==> src/rtl/mem_wb_skid.sv <==
// MEM/WB pipeline stage: valid/ready handshake with a head + skid register pair.
// Optional operand forwarding from the head entry when MEM_WB_FWD_EN is defined.
module mem_wb_skid #(
  parameter int DATA_W = 32,
  parameter int ADDR_W = 32,
  parameter int RD_W   = 5
) (
  input  logic              reloj,
  input  logic              reset_n,
  input  logic              flush,
  input  logic              in_valid,
  output logic              in_ready,
  input  logic [DATA_W-1:0] DO_MEM,
  input  logic [ADDR_W-1:0] DIR_MEM,
  input  logic [RD_W-1:0]   rd,
  input  logic              wb_en,
  input  logic              mem_to_reg,
`ifdef MEM_WB_FWD_EN
  input  logic [RD_W-1:0]   rs1,
  input  logic [RD_W-1:0]   rs2,
  output logic              fwd_rs1,
  output logic              fwd_rs2,
  output logic [((DATA_W > ADDR_W) ? DATA_W : ADDR_W)-1:0] fwd_data,
`endif
  output logic              out_valid,
  input  logic              out_ready,
  output logic [DATA_W-1:0] DO_MEMo,
  output logic [ADDR_W-1:0] DIR_MEMo,
  output logic [RD_W-1:0]   rd_o,
  output logic              wb_en_o,
  output logic              mem_to_reg_o
);

  localparam int PW = DATA_W + ADDR_W + RD_W + 2;

  localparam logic [1:0] ST_EMPTY = 2'd0;
  localparam logic [1:0] ST_ONE   = 2'd1;
  localparam logic [1:0] ST_FULL  = 2'd2;

  logic [1:0]    state_r;
  logic [1:0]    state_nxt_s;
  logic          out_valid_r;
  logic          in_ready_r;
  logic [PW-1:0] head_r;
  logic [PW-1:0] skid_r;
  logic [PW-1:0] in_pl_s;
  logic          accept_s;
  logic          pop_s;
  logic          head_ld_s;
  logic          head_from_skid_s;
  logic          skid_ld_s;

  // Register 0 is hardwired, so its writes are squashed at capture time.
  assign in_pl_s  = {DO_MEM, DIR_MEM, rd, wb_en & (rd != {RD_W{1'b0}}), mem_to_reg};
  assign accept_s = in_valid & in_ready_r;
  assign pop_s    = out_valid_r & out_ready;

  // Next-state and register-load decode for the head/skid pair.
  always_comb begin
    state_nxt_s      = state_r;
    head_ld_s        = 1'b0;
    head_from_skid_s = 1'b0;
    skid_ld_s        = 1'b0;
    case (state_r)
      ST_EMPTY: begin
        if (accept_s) begin
          state_nxt_s = ST_ONE;
          head_ld_s   = 1'b1;
        end else begin
          state_nxt_s = ST_EMPTY;
        end
      end
      ST_ONE: begin
        if (accept_s && !pop_s) begin
          state_nxt_s = ST_FULL;
          skid_ld_s   = 1'b1;
        end else if (accept_s && pop_s) begin
          state_nxt_s = ST_ONE;
          head_ld_s   = 1'b1;
        end else if (pop_s) begin
          state_nxt_s = ST_EMPTY;
        end else begin
          state_nxt_s = ST_ONE;
        end
      end
      ST_FULL: begin
        if (pop_s) begin
          state_nxt_s      = ST_ONE;
          head_ld_s        = 1'b1;
          head_from_skid_s = 1'b1;
        end else begin
          state_nxt_s = ST_FULL;
        end
      end
      default: begin
        state_nxt_s = ST_EMPTY;
      end
    endcase
  end

  // Control state; valid/ready are registered copies derived from the next state.
  always_ff @(posedge reloj or negedge reset_n) begin
    if (!reset_n) begin
      state_r     <= ST_EMPTY;
      out_valid_r <= 1'b0;
      in_ready_r  <= 1'b1;
    end else if (flush) begin
      state_r     <= ST_EMPTY;
      out_valid_r <= 1'b0;
      in_ready_r  <= 1'b1;
    end else begin
      state_r     <= state_nxt_s;
      out_valid_r <= (state_nxt_s != ST_EMPTY);
      in_ready_r  <= (state_nxt_s != ST_FULL);
    end
  end

  // Payload storage; registers hold unless loaded, and flush clears them.
  always_ff @(posedge reloj or negedge reset_n) begin
    if (!reset_n) begin
      head_r <= {PW{1'b0}};
      skid_r <= {PW{1'b0}};
    end else if (flush) begin
      head_r <= {PW{1'b0}};
      skid_r <= {PW{1'b0}};
    end else begin
      if (head_ld_s) begin
        head_r <= head_from_skid_s ? skid_r : in_pl_s;
      end
      if (skid_ld_s) begin
        skid_r <= in_pl_s;
      end
    end
  end

  assign in_ready  = in_ready_r;
  assign out_valid = out_valid_r;
  assign {DO_MEMo, DIR_MEMo, rd_o, wb_en_o, mem_to_reg_o} = head_r;

`ifdef MEM_WB_FWD_EN
  localparam int FWD_W = (DATA_W > ADDR_W) ? DATA_W : ADDR_W;

  assign fwd_rs1  = out_valid_r & wb_en_o & (rd_o == rs1);
  assign fwd_rs2  = out_valid_r & wb_en_o & (rd_o == rs2);
  assign fwd_data = mem_to_reg_o ? FWD_W'(DO_MEMo) : FWD_W'(DIR_MEMo);
`endif

endmodule
==> config.mk <==
export PLATFORM = sky130hd
export DESIGN_NAME = mem_wb_skid
export DESIGN_NICKNAME = d
export VERILOG_FILES = /design/src/rtl/mem_wb_skid.sv
export SDC_FILE = /design/constraint.sdc
export NUM_CORES = 1
export LEC_CHECK = 0
export CAP_MARGIN = 10
export CORE_MARGIN = 3
export CORE_UTILIZATION = 55
export CTS_BUF_LIST = sky130_fd_sc_hd__clkbuf_4
export CTS_CLUSTER_DIAMETER = 30
export DETAILED_ROUTE_END_ITERATION = 10
export GPL_TIMING_DRIVEN = 0
export PLACE_DENSITY = 0.91
export SLEW_MARGIN = 20
export SYNTH_ARGS = -nofsm -noshare
export SYNTH_HDL_FRONTEND = slang
export SYNTH_SLANG_ARGS = --single-unit
export TNS_END_PERCENT = 10
==> constraint.sdc <==
create_clock -name reloj -period 4.3 [get_ports reloj]
set_clock_uncertainty 0.05 [all_clocks]
set_input_delay 0.86 -clock reloj [delete_from_list [all_inputs] [get_ports reloj]]
set_output_delay 0.86 -clock reloj [all_outputs]
set_load 0.03 [all_outputs]
==> results_slide.txt, run 1 <==
Flow Results at a Glance

Power
  • Leakage: 3.79 nW
  • Sequential share of power: 47.0%
  • Comb power frac: 21.2%
  • IR drop worst, VDD: 0.207 mV

Logic synthesis
  • Post-synthesis compound-gate area fraction: 25.2%
  • Instance tally after logic synthesis: 596
  • Flops & latches, synth: 146
  • Main logic family after synthesis: AND-OR/OR-AND gates
  • Number of warnings issued by yosys: 0
  • Number of distinct library cells after synthesis: 36
  • Mean area per synthesized cell: 11.0 sq um
  • Cells taking the most area after synthesis: dfrtp_1 (55%), a22o_1 (9.3%), a311oi_1 (8.9%), nand3_1 (5.4%), nor2_1 (4.0%)
  • Prevailing post-synth register cell: dfrtp_1

Layout
  • Logic area: 2440 sq um
  • Antenna diode instance count: 0
  • Area Overhead vs Synth: 30.8%
  • Most common cell after layout, fill and taps aside: clkdlybuf4s50_1

GRT
  • Met3 Use GR: 5.85%
  • Busiest layer in global routing: met2

Clocking
  • H-tree depth reported by CTS: 4
  • TritonCTS Buffers: 17
  • Clk_lat worst skew: 0.53 ns
  • Buffer levels on the longest clock path: 2
  • Count of clock tree sinks: 146
  • Count of cells resized by post-cts repair: 0

Place
  • Final weighted congestion in routability-driven placement: 0.812
  • Post-place instance area: 8270 sq um
  • Total half-perimeter wirelength after legalization and detailed placement: 13.2 mm
  • Cell Count Post-Placement: 887

Critical path
  • Depth of the most critical reg-to-reg path: 6
  • Category of cells accounting for the largest share of critical-path delay: buffers and inverters
  • Crit. path cell count: 1
  • Maximum single-stage delay on the critical path: 0.72 ns
  • Timing endpoint of the critical path: in_ready
  • Highest-delay cell along the critical path: clkdlybuf4s50_1

Route
  • Number of nets with antenna violations after routing: 0
  • Routed vias/inst: 6.57

Job
  • Number of OpenROAD warnings: 27

Timing
  • Number of failing setup endpoints in the final timing report: 0
  • Highest clock frequency the design can meet: 366 MHz

Status
  • Run status: finished, final reports clean
[run 1: layer usage]
metal	part of all wire, %	vias up
met1	40	2990
met4	2.5	0
met2	49	388
met3	8.2	51
li1	-	2607
met5	0	-
[run 1: per-stage QoR]
step / TNS, ns / hold WS, ns
finish: 0 / 0.209
global route: 0 / 0.218
CTS: 0 / 0.203
detailed placement: 0 / 0.432
global placement: -446.25 / 0.433
floorplan: 0 / 0.417
[run 1: layout make-up]
type	instances	area share (%)
clock buffer	18	1.57
buffer	71	5.53
timing repair buffer	148	17.5
tap	143	2.08
multi-input combinational	377	28.4
inverter	2	0.0872
clock inverter	14	2.45
sequential	146	42.4
[run 1: registers in the layout, summed over array words and instances, names as in the netlist]
register and cells:
out_valid 1, head_r 71, in_ready 1, skid_r 71, state_r 2
Run 1, layout detail:
Region (33, 56) to (83, 106) um. Cells in gray, sequential cells in the stronger gray; small squares are vias.
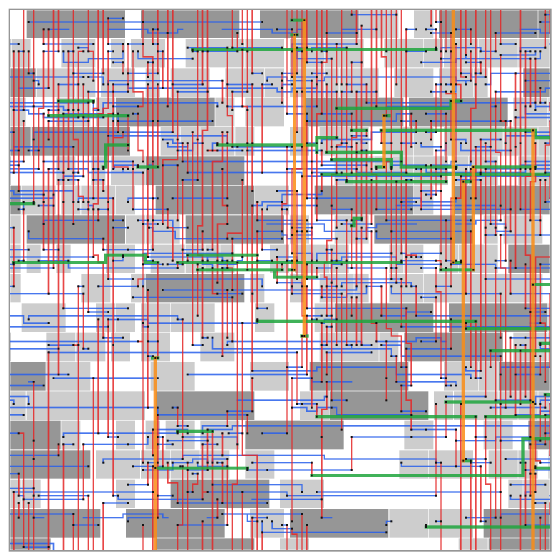
[green] met3
[red] met2
[blue] met1
[orange] met4
netlist names of flops here include: skid_r (15), head_r (14)
cells with their middle in the window: 174
sequential cells in the window: 31
most frequent: dfrtp_1 (31), clkdlybuf4s50_1 (17), nand3_1 (16)

Run 1, drive-strength map:
Scale: 2 px per um.
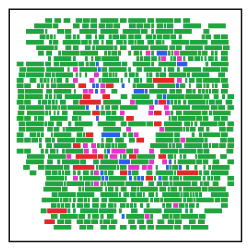
[magenta] drive 3 to 4 | cells: 42 | share: 5.4%
[green] drive 1 or less | cells: 678 | share: 87%
[blue] drive 2 | cells: 32 | share: 4.1%
[red] drive 6 and up | cells: 24 | share: 3.1%
post-route standard cell area excluding fillers: 8610 sq um
bufs w/o clock: 219

Run 1, cell placement:
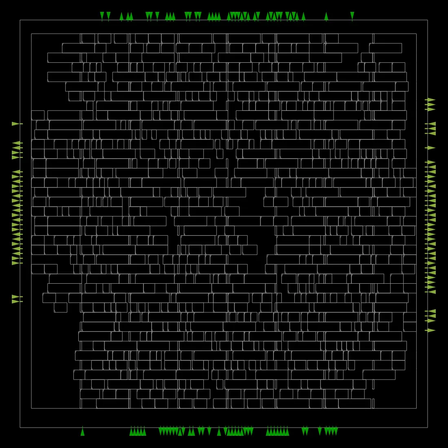
Floorplan Core Area: 11600 sq um
number of non-filler instances in the completed layout: 919
post-layout utilization of the core: 74.5%
fillers: 753
sequential share of cell area: 42.4%

==> inputs of run 2 (changes only) <==
Settings changed: CORE_UTILIZATION 55 to 52, PLACE_DENSITY 0.91 to 0.87.
Clock period 4.3 ns to 2.62 ns, I/O delays scaled along.
Run 2, signal metal coverage by tile:
Scale: 3 px per um. 24 x 24 tiles, from dark purple (low) to yellow (high), scaled to the fullest tile. Values are wire area over tile area, all layers added.
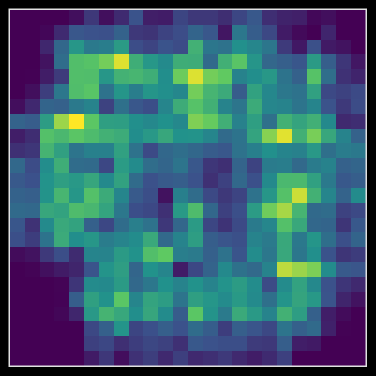
tiles over half the peak: 27%
fullest tile: 0.65
mean over tiles: 0.22
nearly empty tiles: 10%
emptiest ninth of the die: south-west
final wirelength: 19.3 mm
detailed-route wire length per cell: 20.4 um
DR vias: 5964
global-route usage over all layers: 27.9%

==> run 2 against run 1 <==
Against the previous run:
- clock power increased by about 50%
- total power increased by 60%
- first-iteration DRC count decreased by 8.4%
- largest cell class unchanged
==> results_slide.txt, run 2 <==
Flow Results at a Glance

Layout
  • Inverters: 2 (unchanged)
  • Sequential share of cell area: 42.4% (about the same)
  • Antenna diode instance count: 0 (unchanged)
  • Area Overhead vs Synth: 30.9% (was 30.8%)
  • Clock tree cell share of total cell area: 3.59% (was 4.02%)
  • Flop count: 146 (unchanged)
  • Number of non-filler instances in the completed layout: 945 (was 919)
  • Post-layout utilization of the core: 70.6% (was 74.5%)
  • Most common cell after layout, fill and taps aside: clkdlybuf4s50_1 (unchanged)
  • Clock Buffer Count: 19 (was 18)

Route
  • Routed wl met2: 9.43 mm (was 9.52 mm)
  • Number of nets with antenna violations after routing: 0 (unchanged)
  • Detailed-routed wire length on met3: 1.48 mm (was 1.59 mm)

Critical path
  • Depth of the most critical reg-to-reg path: 6 (unchanged)
  • Category of cells accounting for the largest share of critical-path delay: buffers and inverters (unchanged)

Place
  • Final weighted congestion in routability-driven placement: 0.875 (was 0.812)
  • Post-place instance area: 8300 sq um (was 8270 sq um)

Power
  • IR drop worst, VDD: 0.265 mV (was 0.207 mV)
  • Comb power frac: 21.7% (was 21.2%)
  • Sequential share of power: 48.3% (was 47.0%)

Clocking
  • Buffer levels on the longest clock path: 2 (unchanged)
  • Clk_lat worst skew: 0.56 ns (was 0.53 ns)

Job
  • Number of OpenROAD warnings: 27 (unchanged)

Logic synthesis
  • Number of distinct library cells after synthesis: 36 (unchanged)
  • Flops & latches, synth: 146 (unchanged)
  • Post-synthesis compound-gate area fraction: 25.2% (unchanged)

Timing
  • Worst slack on hold paths: 0.448 ns (was 0.209 ns)
  • Total negative slack for setup checks: 0 ns (unchanged)
  • Number of failing setup endpoints in the final timing report: 0 (unchanged)

Floorplanning
  • Floorplan Core Area: 12200 sq um (was 11600 sq um)
  • Tapcell count: 168 (was 143)

Status
  • Run status: finished, final reports clean (unchanged)
## run 2: final timing paths
| check | startpoint | end | slack (ns) |
|---|---|---|---|
| worst max-delay path | in_ready$_DFF_PN1_ | in_ready | 0.23 |
| worst min-delay path | reset_n | head_r[8]$_DFFE_PN0P_ | 0.45 |
| worst max register to register | in_ready$_DFF_PN1_ | skid_r[64]$_DFFE_PN0P_ | 0.50 |
| worst min register to register | skid_r[63]$_DFFE_PN0P_ | skid_r[63]$_DFFE_PN0P_ | 0.46 |
| max in group asynchronous | reset_n | in_ready$_DFF_PN1_ | 1.26 |
| min in group reloj | skid_r[63]$_DFFE_PN0P_ | skid_r[63]$_DFFE_PN0P_ | 0.46 |
Power and IR drop assume default switching activity.
